==> config.mk <==
export PLATFORM = sky130hd
export DESIGN_NAME = booth_control_flat
export DESIGN_NICKNAME = d
export VERILOG_FILES = /design/src/rtl/booth_control_if.sv /design/src/rtl/booth_control.sv /design/src/flat_wrapper.sv
export SDC_FILE = /design/constraint.sdc
export NUM_CORES = 1
export LEC_CHECK = 0
export ABC_CLOCK_PERIOD_IN_PS = 1300
export CAP_MARGIN = 10
export CORE_UTILIZATION = 29
export CTS_CLUSTER_DIAMETER = 200
export DETAILED_ROUTE_END_ITERATION = 8
export PLACE_DENSITY = 0.71
export SYNTH_ARGS = -nofsm -noshare
export SYNTH_HDL_FRONTEND = slang
export SYNTH_SLANG_ARGS = --single-unit
==> constraint.sdc <==
create_clock -name clk -period 1.3 [get_ports clk]
set_clock_uncertainty 0.1 [all_clocks]
set_input_delay 0.195 -clock clk [delete_from_list [all_inputs] [get_ports clk]]
set_output_delay 0.195 -clock clk [all_outputs]
set_load 0.01 [all_outputs]
==> src/rtl/booth_control_if.sv <==
// rtl/booth_control_if.sv - handshake and strobe bundle between Booth controller and datapath
// Controller drives the strobes and cuenta; the datapath side returns qpar and issues inicio.
interface booth_control_if #(
  parameter int CW = 3
);
  logic          inicio;
  logic [1:0]    qpar;
  logic          CargaM;
  logic          BorraA;
  logic          CargaA;
  logic          RestaA;
  logic          CargaQ;
  logic          DesplazaQ;
  logic          DesplazaA;
  logic          ocupado;
  logic          fin;
  logic [CW-1:0] cuenta;

  modport master (
    input  inicio, qpar,
    output CargaM, BorraA, CargaA, RestaA, CargaQ, DesplazaQ, DesplazaA,
    output ocupado, fin, cuenta
  );

  modport slave (
    output inicio, qpar,
    input  CargaM, BorraA, CargaA, RestaA, CargaQ, DesplazaQ, DesplazaA,
    input  ocupado, fin, cuenta
  );
endinterface

==> src/rtl/booth_control.sv <==
// rtl/booth_control.sv - radix-2 Booth multiplier sequencer
// Strobes decode from state alone except the add/subtract select, which follows qpar in EVAL.
module booth_control #(
  parameter int N  = 4,
  parameter int CW = 3
) (
  input  logic            clk,
  input  logic            reset,
  booth_control_if.master bus
);

  localparam logic [2:0] IDLE  = 3'd0;
  localparam logic [2:0] LOAD  = 3'd1;
  localparam logic [2:0] EVAL  = 3'd2;
  localparam logic [2:0] SHIFT = 3'd3;
  localparam logic [2:0] DONE  = 3'd4;

  logic [2:0]    state;
  logic [CW-1:0] cnt;

  always_ff @(posedge clk or negedge reset) begin
    if (!reset) begin
      state <= IDLE;
      cnt   <= '0;
    end else begin
      case (state)
        IDLE: begin
          if (bus.inicio) state <= LOAD;
        end
        LOAD: begin
          cnt   <= CW'(N);
          state <= EVAL;
        end
        EVAL: begin
          state <= SHIFT;
        end
        SHIFT: begin
          // cnt is at least 1 whenever SHIFT is entered, so this cannot wrap
          if (cnt != '0) cnt <= cnt - CW'(1);
          state <= (cnt == CW'(1)) ? DONE : EVAL;
        end
        DONE: begin
          state <= IDLE;
        end
        default: begin
          state <= IDLE;
          cnt   <= '0;
        end
      endcase
    end
  end

  always_comb begin
    bus.CargaM    = 1'b0;
    bus.BorraA    = 1'b0;
    bus.CargaA    = 1'b0;
    bus.RestaA    = 1'b0;
    bus.CargaQ    = 1'b0;
    bus.DesplazaQ = 1'b0;
    bus.DesplazaA = 1'b0;
    bus.fin       = 1'b0;
    case (state)
      LOAD: begin
        bus.CargaM = 1'b1;
        bus.CargaQ = 1'b1;
        bus.BorraA = 1'b1;
      end
      EVAL: begin
        // 10 starts a run of ones (subtract), 01 ends one (add)
        bus.CargaA = bus.qpar[1] ^ bus.qpar[0];
        bus.RestaA = bus.qpar[1] & ~bus.qpar[0];
      end
      SHIFT: begin
        bus.DesplazaA = 1'b1;
        bus.DesplazaQ = 1'b1;
      end
      DONE: begin
        bus.fin = 1'b1;
      end
      default: ;
    endcase
  end

  assign bus.ocupado = (state != IDLE);
  assign bus.cuenta  = cnt;

endmodule

==> src/flat_wrapper.sv <==
// flat-port wrapper written by rule: the top's interface ports become plain ports
module booth_control_flat 
#(
  parameter int N  = 4,
  parameter int CW = 3
)
  (clk, reset, bus_inicio, bus_qpar, bus_CargaM, bus_BorraA, bus_CargaA, bus_RestaA, bus_CargaQ, bus_DesplazaQ, bus_DesplazaA, bus_ocupado, bus_fin, bus_cuenta);
  booth_control_if #(.CW(CW)) bus_i ();
  input  logic clk;
  input  logic reset;
  input wire logic [$bits(bus_i.inicio)-1:0] bus_inicio;
  input wire logic [$bits(bus_i.qpar)-1:0] bus_qpar;
  output wire logic [$bits(bus_i.CargaM)-1:0] bus_CargaM;
  output wire logic [$bits(bus_i.BorraA)-1:0] bus_BorraA;
  output wire logic [$bits(bus_i.CargaA)-1:0] bus_CargaA;
  output wire logic [$bits(bus_i.RestaA)-1:0] bus_RestaA;
  output wire logic [$bits(bus_i.CargaQ)-1:0] bus_CargaQ;
  output wire logic [$bits(bus_i.DesplazaQ)-1:0] bus_DesplazaQ;
  output wire logic [$bits(bus_i.DesplazaA)-1:0] bus_DesplazaA;
  output wire logic [$bits(bus_i.ocupado)-1:0] bus_ocupado;
  output wire logic [$bits(bus_i.fin)-1:0] bus_fin;
  output wire logic [$bits(bus_i.cuenta)-1:0] bus_cuenta;
  assign bus_i.inicio = bus_inicio;
  assign bus_i.qpar = bus_qpar;
  assign bus_CargaM = bus_i.CargaM;
  assign bus_BorraA = bus_i.BorraA;
  assign bus_CargaA = bus_i.CargaA;
  assign bus_RestaA = bus_i.RestaA;
  assign bus_CargaQ = bus_i.CargaQ;
  assign bus_DesplazaQ = bus_i.DesplazaQ;
  assign bus_DesplazaA = bus_i.DesplazaA;
  assign bus_ocupado = bus_i.ocupado;
  assign bus_fin = bus_i.fin;
  assign bus_cuenta = bus_i.cuenta;
  booth_control #(.N(N), .CW(CW)) u_core (.clk(clk), .reset(reset), .bus(bus_i));
endmodule
==> Slide: Implementation Results, run 1 <==
Run Summary

Layout
  • Inverters, non-clock: 4
  • Top cells excl fill/tap: buf_4 (9), buf_6 (8), clkdlybuf4s50_1 (4), buf_2 (4)
  • Gate Area: 256 um2
  • CLK BUF: 3
  • Register Area: ~150 um2
  • Non-clock buffers, area share: 0.343
  • Fill cells: 114
  • Layout cells sized above 1: 0.544
  • Flip-flops: 6
  • Dominant kind of cell: combinational gates
  • Most frequent logic cell in the layout: buf_4
  • Fraction of area in registers: 0.217

Critical path
  • Crit-path cells: or3_1 -> buf_2
  • Req. time, crit path: 1.00 ns
  • CP Capture Type: primary output
  • Reg2reg start: u_core.bus.cuenta[0]
  • Worst setup endpoint: bus_ocupado
  • WP depth: 2
  • CP top delay family: flip-flops
  • Worst setup startpoint: u_core.state[1]
  • Worst reg2reg path depth: 5
  • Worst Path Buf+Inv: 1
  • Crit path DAT: 1.22 ns
  • Reg2reg setup slack: -0.02 ns
  • Largest stage delay, worst path: 0.47 ns

Floorplanning
  • FP Core Util: 0.312
  • Die ar.: 1570 um2
  • Die Width: 39.7 um

Route
  • Residual DRC: 0
  • Metal1 wirelength: 405 um
  • Met2 Wirelength: 481 um
  • Post-DR wirelength/cell: between 10 and 15 um
  • DR pass1 iterations: 4
  • Mean number of vias per cell: 4.84
  • First DRT Iteration DRCs: 6
  • DR top layer: met4

Clock network
  • CTS clk-pin slew, worst paths: around 0.050 ns
  • Resize count post-CTS: between 50 and 60
  • Cts hold-fix bufs: 0
  • CTS buffer count: 3
  • H-Tree Depth: 1
  • Clock buffer depth: 2
  • Postcts setup bufs: 6

Power and ir drop
  • Largest power group: combinational cells
  • Pint: between 1 and 1.5 mW
  • Clk pwr share: 0.101
  • Seq power: 373 uW
  • Comb power: 1.24 mW
  • Design Power: 1.79 mW
  • Combinational share of power: 0.691
  • Seq pwr share: 0.209
  • Sw Ratio: 0.378

Global routing
  • Met2 Use GR: 0.225
  • Most Crowded Layer GR: met2
  • GRT overflow: 0
  • Met3 Resource Use GR: 0.0511
  • Initial antenna violation count: 0
  • Number of global-route vias before repair: around 360

Logic synthesis
  • Ys flops: 6
  • Synth Seq Share: 0.365
  • Ys Warns: 0
  • Cell area leaders: dfrtp_1 (36%), ha_1 (12%), buf_4 (5.5%)
  • Leading cell types by count after synthesis: dfrtp_1 (6), ha_1 (4), inv_1 (4)
  • Area share, top type: 0.365
  • Fa+ha+maj area frac: 0.122
  • Unique cell type count in the Yosys netlist: 24
  • Ys async rst share: 1.00
  • Avg Cell Area, Syn: 9.80 um2
  • Yosys stat cell total: 42
  • Yosys Chip Area: 412 um2
  • Yosys xor share: 0
  • Post-synth EDFFs: 0
  • Top cell type by total area after synthesis: dfrtp_1

STA
  • Relative slew slack: 0.807
  • Max-slew violations: 0
  • Min Hold Slack: ~0.084 ns
  • Setup Viol. Count Final: 12
  • Final Cycle Share: 1.16
  • Setup slack after layout: -0.210 ns
  • Final Critical Period: 1.51 ns
  • Final Hold Viols: 0

Place
  • GP Congestion: 0.720
  • Cell Count Post-Placement: 73
  • Dpl ws: -0.591 ns
  • DP HPWL: 640 um
  • Placed inst area: about 600 um2

Min path
  • Worst min path class: in -> async

Run status
  • Status: finished with violations
  • Violated checks: negative setup slack

Flow run
  • Tool Warnings: 30
Fig. 1: run 1, I/O nets highlighted
Scale: 10 px per um.
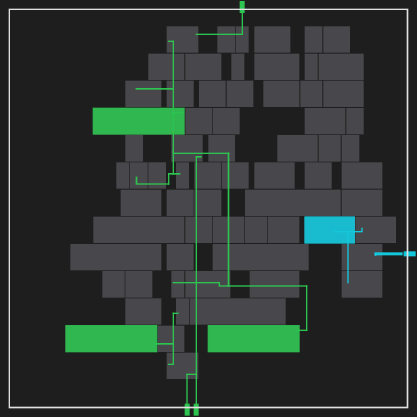
Key: green = bus_cuenta [direction output, edge 2 south, 1 north, end cells 3, buffers 3, wire 106 um]; cyan = bus_CargaQ [direction output, edge east, end cells 1, buffers 1, wire 10.9 um]
Ports: 17
PortBufs: 16

Fig. 2: run 1, cell sizes after repair
Scale: 10 px per um.
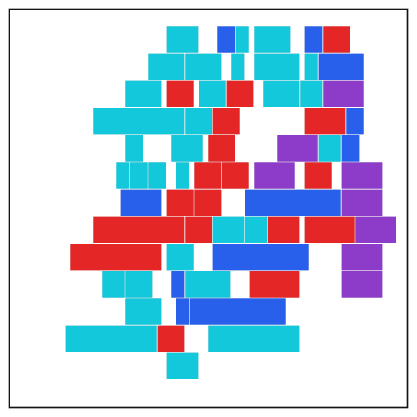
Key: cyan = x1 and smaller [cells 31, share 46%]; purple = x6 and larger [cells 8, share 12%]; blue = x2 [cells 11, share 16%]; red = x3 and x4 [cells 18, share 26%]
setup slack after layout: -0.210 ns
Non-CTS buffers: 28
final instance area: 711 um2
area grow syn2layout: 72.6%

Fig. 3: run 1, cell placement
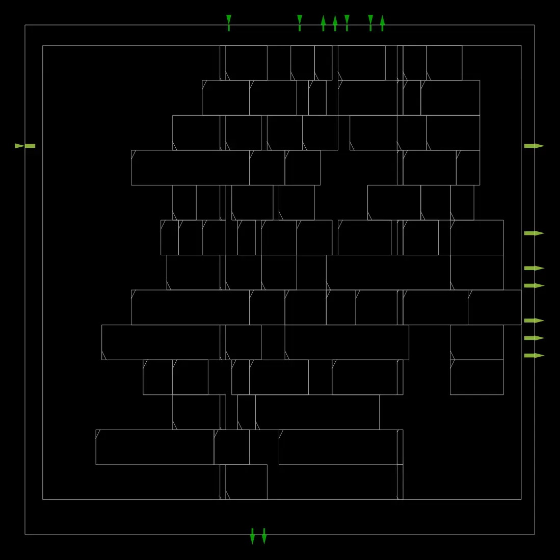
# Taps: 15
row count: 13
core area: 1320 um2
Non-Filler Instances: 83

Fig. 4: run 1, metal 1
Scale: 12 px per um. Supply wires on this layer in gray. Cells faint in the background.
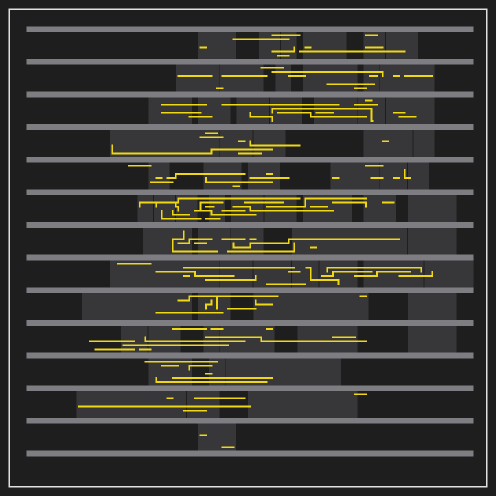
The longest straight run is 14.3 um. The wires run mostly horizontal.
total number of vias: 402
WL final: 986 um
met1 global-route usage: 0.166

Fig. 5: run 1, placement density heat map
Scale: 10 px per um. 8 x 8 tiles, from dark blue (low) to red (high), 0 to 100% covered.
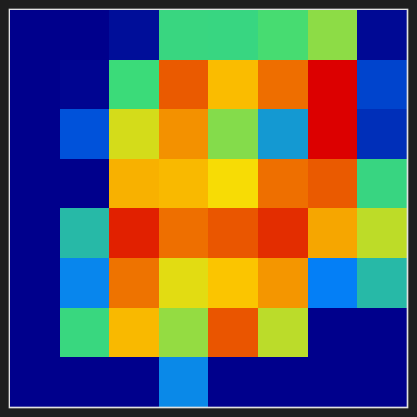

==> run 2, diff against run 1 <==
- CORE_UTILIZATION: 29 -> 30
- CTS_BUF_LIST: default -> sky130_fd_sc_hd__clkbuf_4 sky130_fd_sc_hd__clkbuf_8 sky130_fd_sc_hd__clkbuf_16
- PLACE_DENSITY: 0.71 -> default
Fig. 6: run 2, placement density heat map
Scale: 10 px per um. 8 x 8 tiles, from dark blue (low) to red (high), 0 to 100% covered.
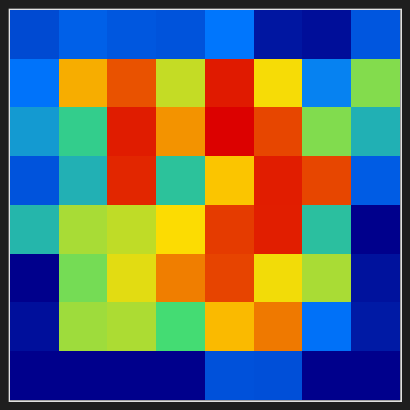
The fullest tile reaches 100%. 13% of the tiles are nearly empty. The densest ninth of the die: center.
core area: 1190 um2
fin util: 0.618
FP Core Util: 0.347

==> run 2 against run 1 <==
Effect of this change: fmax grew 1.6%; die size fell by 3.2%; design area rose by 3.2%; non-clock buffer count unchanged; largest cell class unchanged; cell count down 1.2%; routed wire length shrank 4.7%; combinational power barely moved; sequential cell count unchanged; the run still ends with negative setup slack left; global-route usage is 0.11 points lower; hold slack better by 0.0097 ns; highest routed layer unchanged; clock power decreased by 7%; critical path depth stayed put; largest power group unchanged.
==> Slide: Implementation Results, run 2 <==
Run Summary

Run status
  • Status: finished with violations
  • Violated checks: negative setup slack

STA
  • RSZ-0062 raised after global routing: yes
  • Max-slew violations: 0
  • Final Cycle Share: 1.14
  • Final Critical Period: 1.49 ns
  • Relative slew slack: 0.818
  • Min Hold Slack: 0.0941 ns
  • Fmax: 0.673 GHz
  • Setup slack after layout: -0.187 ns
  • Final Hold Viols: 0
  • Setup Viol. Count Final: 11

Place
  • Cell Count Post-Placement: around 73
  • Placed inst area: ~620 um2
  • GP Congestion: between 0.7 and 0.8
  • DP HPWL: 666 um
  • PortBufs: 16
  • Dpl ws: -0.611 ns

Critical path
  • CP Capture Type: primary output
  • WP depth: 2
  • Worst reg2reg path depth: 5
  • Worst setup endpoint: bus_ocupado
  • Reg2reg start: u_core.state[0]
  • Crit path kind: reg -> out
  • CP top delay family: flip-flops
  • Worst setup startpoint: u_core.state[0]
  • Worst Path Buf+Inv: 1
  • Largest stage delay, worst path: 0.43 ns
  • Req. time, crit path: 1.00 ns
  • Reg2reg setup slack: -0.04 ns
  • Crit path DAT: 1.19 ns

Layout
  • Top cells excl fill/tap: buf_4 (9), buf_6 (8), dfrtp_1 (4)
  • Area grow syn2layout: 78.1%
  • Final instance area: between 700 and 800 um2
  • Fraction of area in registers: 0.208
  • CLK BUF: 3
  • Register Area: 153 um2
  • Flip-flops: 6
  • Most frequent logic cell in the layout: buf_4
  • Fill cells: 106
  • Inverters, non-clock: 4
  • Non-CTS buffers: 28
  • Non-clock buffers, area share: 0.357
  • Non-Filler Instances: 82
  • Dominant kind of cell: combinational gates
  • Layout cells sized above 1: 0.559

Global routing
  • GRT overflow: 0
  • Initial antenna violation count: 0
  • Number of global-route vias before repair: between 300 and 400
  • Met1 global-route usage: 0.177
  • Met3 Resource Use GR: 0.0347
  • Most Crowded Layer GR: met2
  • Met2 Use GR: 0.258

Route
  • Post-DR wirelength/cell: 11.5 um
  • DR pass1 iterations: 5
  • Metal1 wirelength: around 420 um
  • WL final: 940 um
  • DR top layer: met4
  • Mean number of vias per cell: 4.68
  • Met2 Wirelength: 449 um
  • First DRT Iteration DRCs: 9
  • Total number of vias: 384
  • Residual DRC: 0

Floorplanning
  • Row count: 12
  • Ports: 17
  • # Taps: 14
  • Die Width: 39.0 um
  • Die ar.: about 1500 um2

Logic synthesis
  • Ys async rst share: 1.00
  • Ys Warns: 0
  • Leading cell types by count after synthesis: dfrtp_1 (6), ha_1 (4), inv_1 (4)
  • Cell area leaders: dfrtp_1 (36%), ha_1 (12%), buf_4 (5.5%)
  • Fa+ha+maj area frac: 0.122
  • Avg Cell Area, Syn: 9.80 um2
  • Yosys Chip Area: 412 um2
  • Yosys stat cell total: roughly 42
  • Synth Seq Share: 0.365
  • Post-synth EDFFs: 0
  • Area share, top type: 0.365
  • Top cell type by total area after synthesis: dfrtp_1
  • Ys flops: 6
  • Yosys xor share: 0

Flow run
  • Tool Warnings: 30

Power and ir drop
  • Seq power: about 370 uW
  • Combinational share of power: 0.699
  • Sw Ratio: 0.369
  • Clk pwr share: 0.093
  • Design Power: 1.79 mW
  • Peak VDD IR: 1.00 mV
  • Switch Pwr: 659 uW

Clock network
  • CTS clk-pin slew, worst paths: ~0.04 ns
  • Postcts setup bufs: 5
  • Clock buffer depth: 2
  • Cts hold-fix bufs: 0
  • Resize count post-CTS: 54
  • TritonCTS clock tree: yes
  • H-Tree Depth: 1

Min path
  • Worst min path class: in -> async
No activity file was given, so power comes from the tool's default toggle rates.
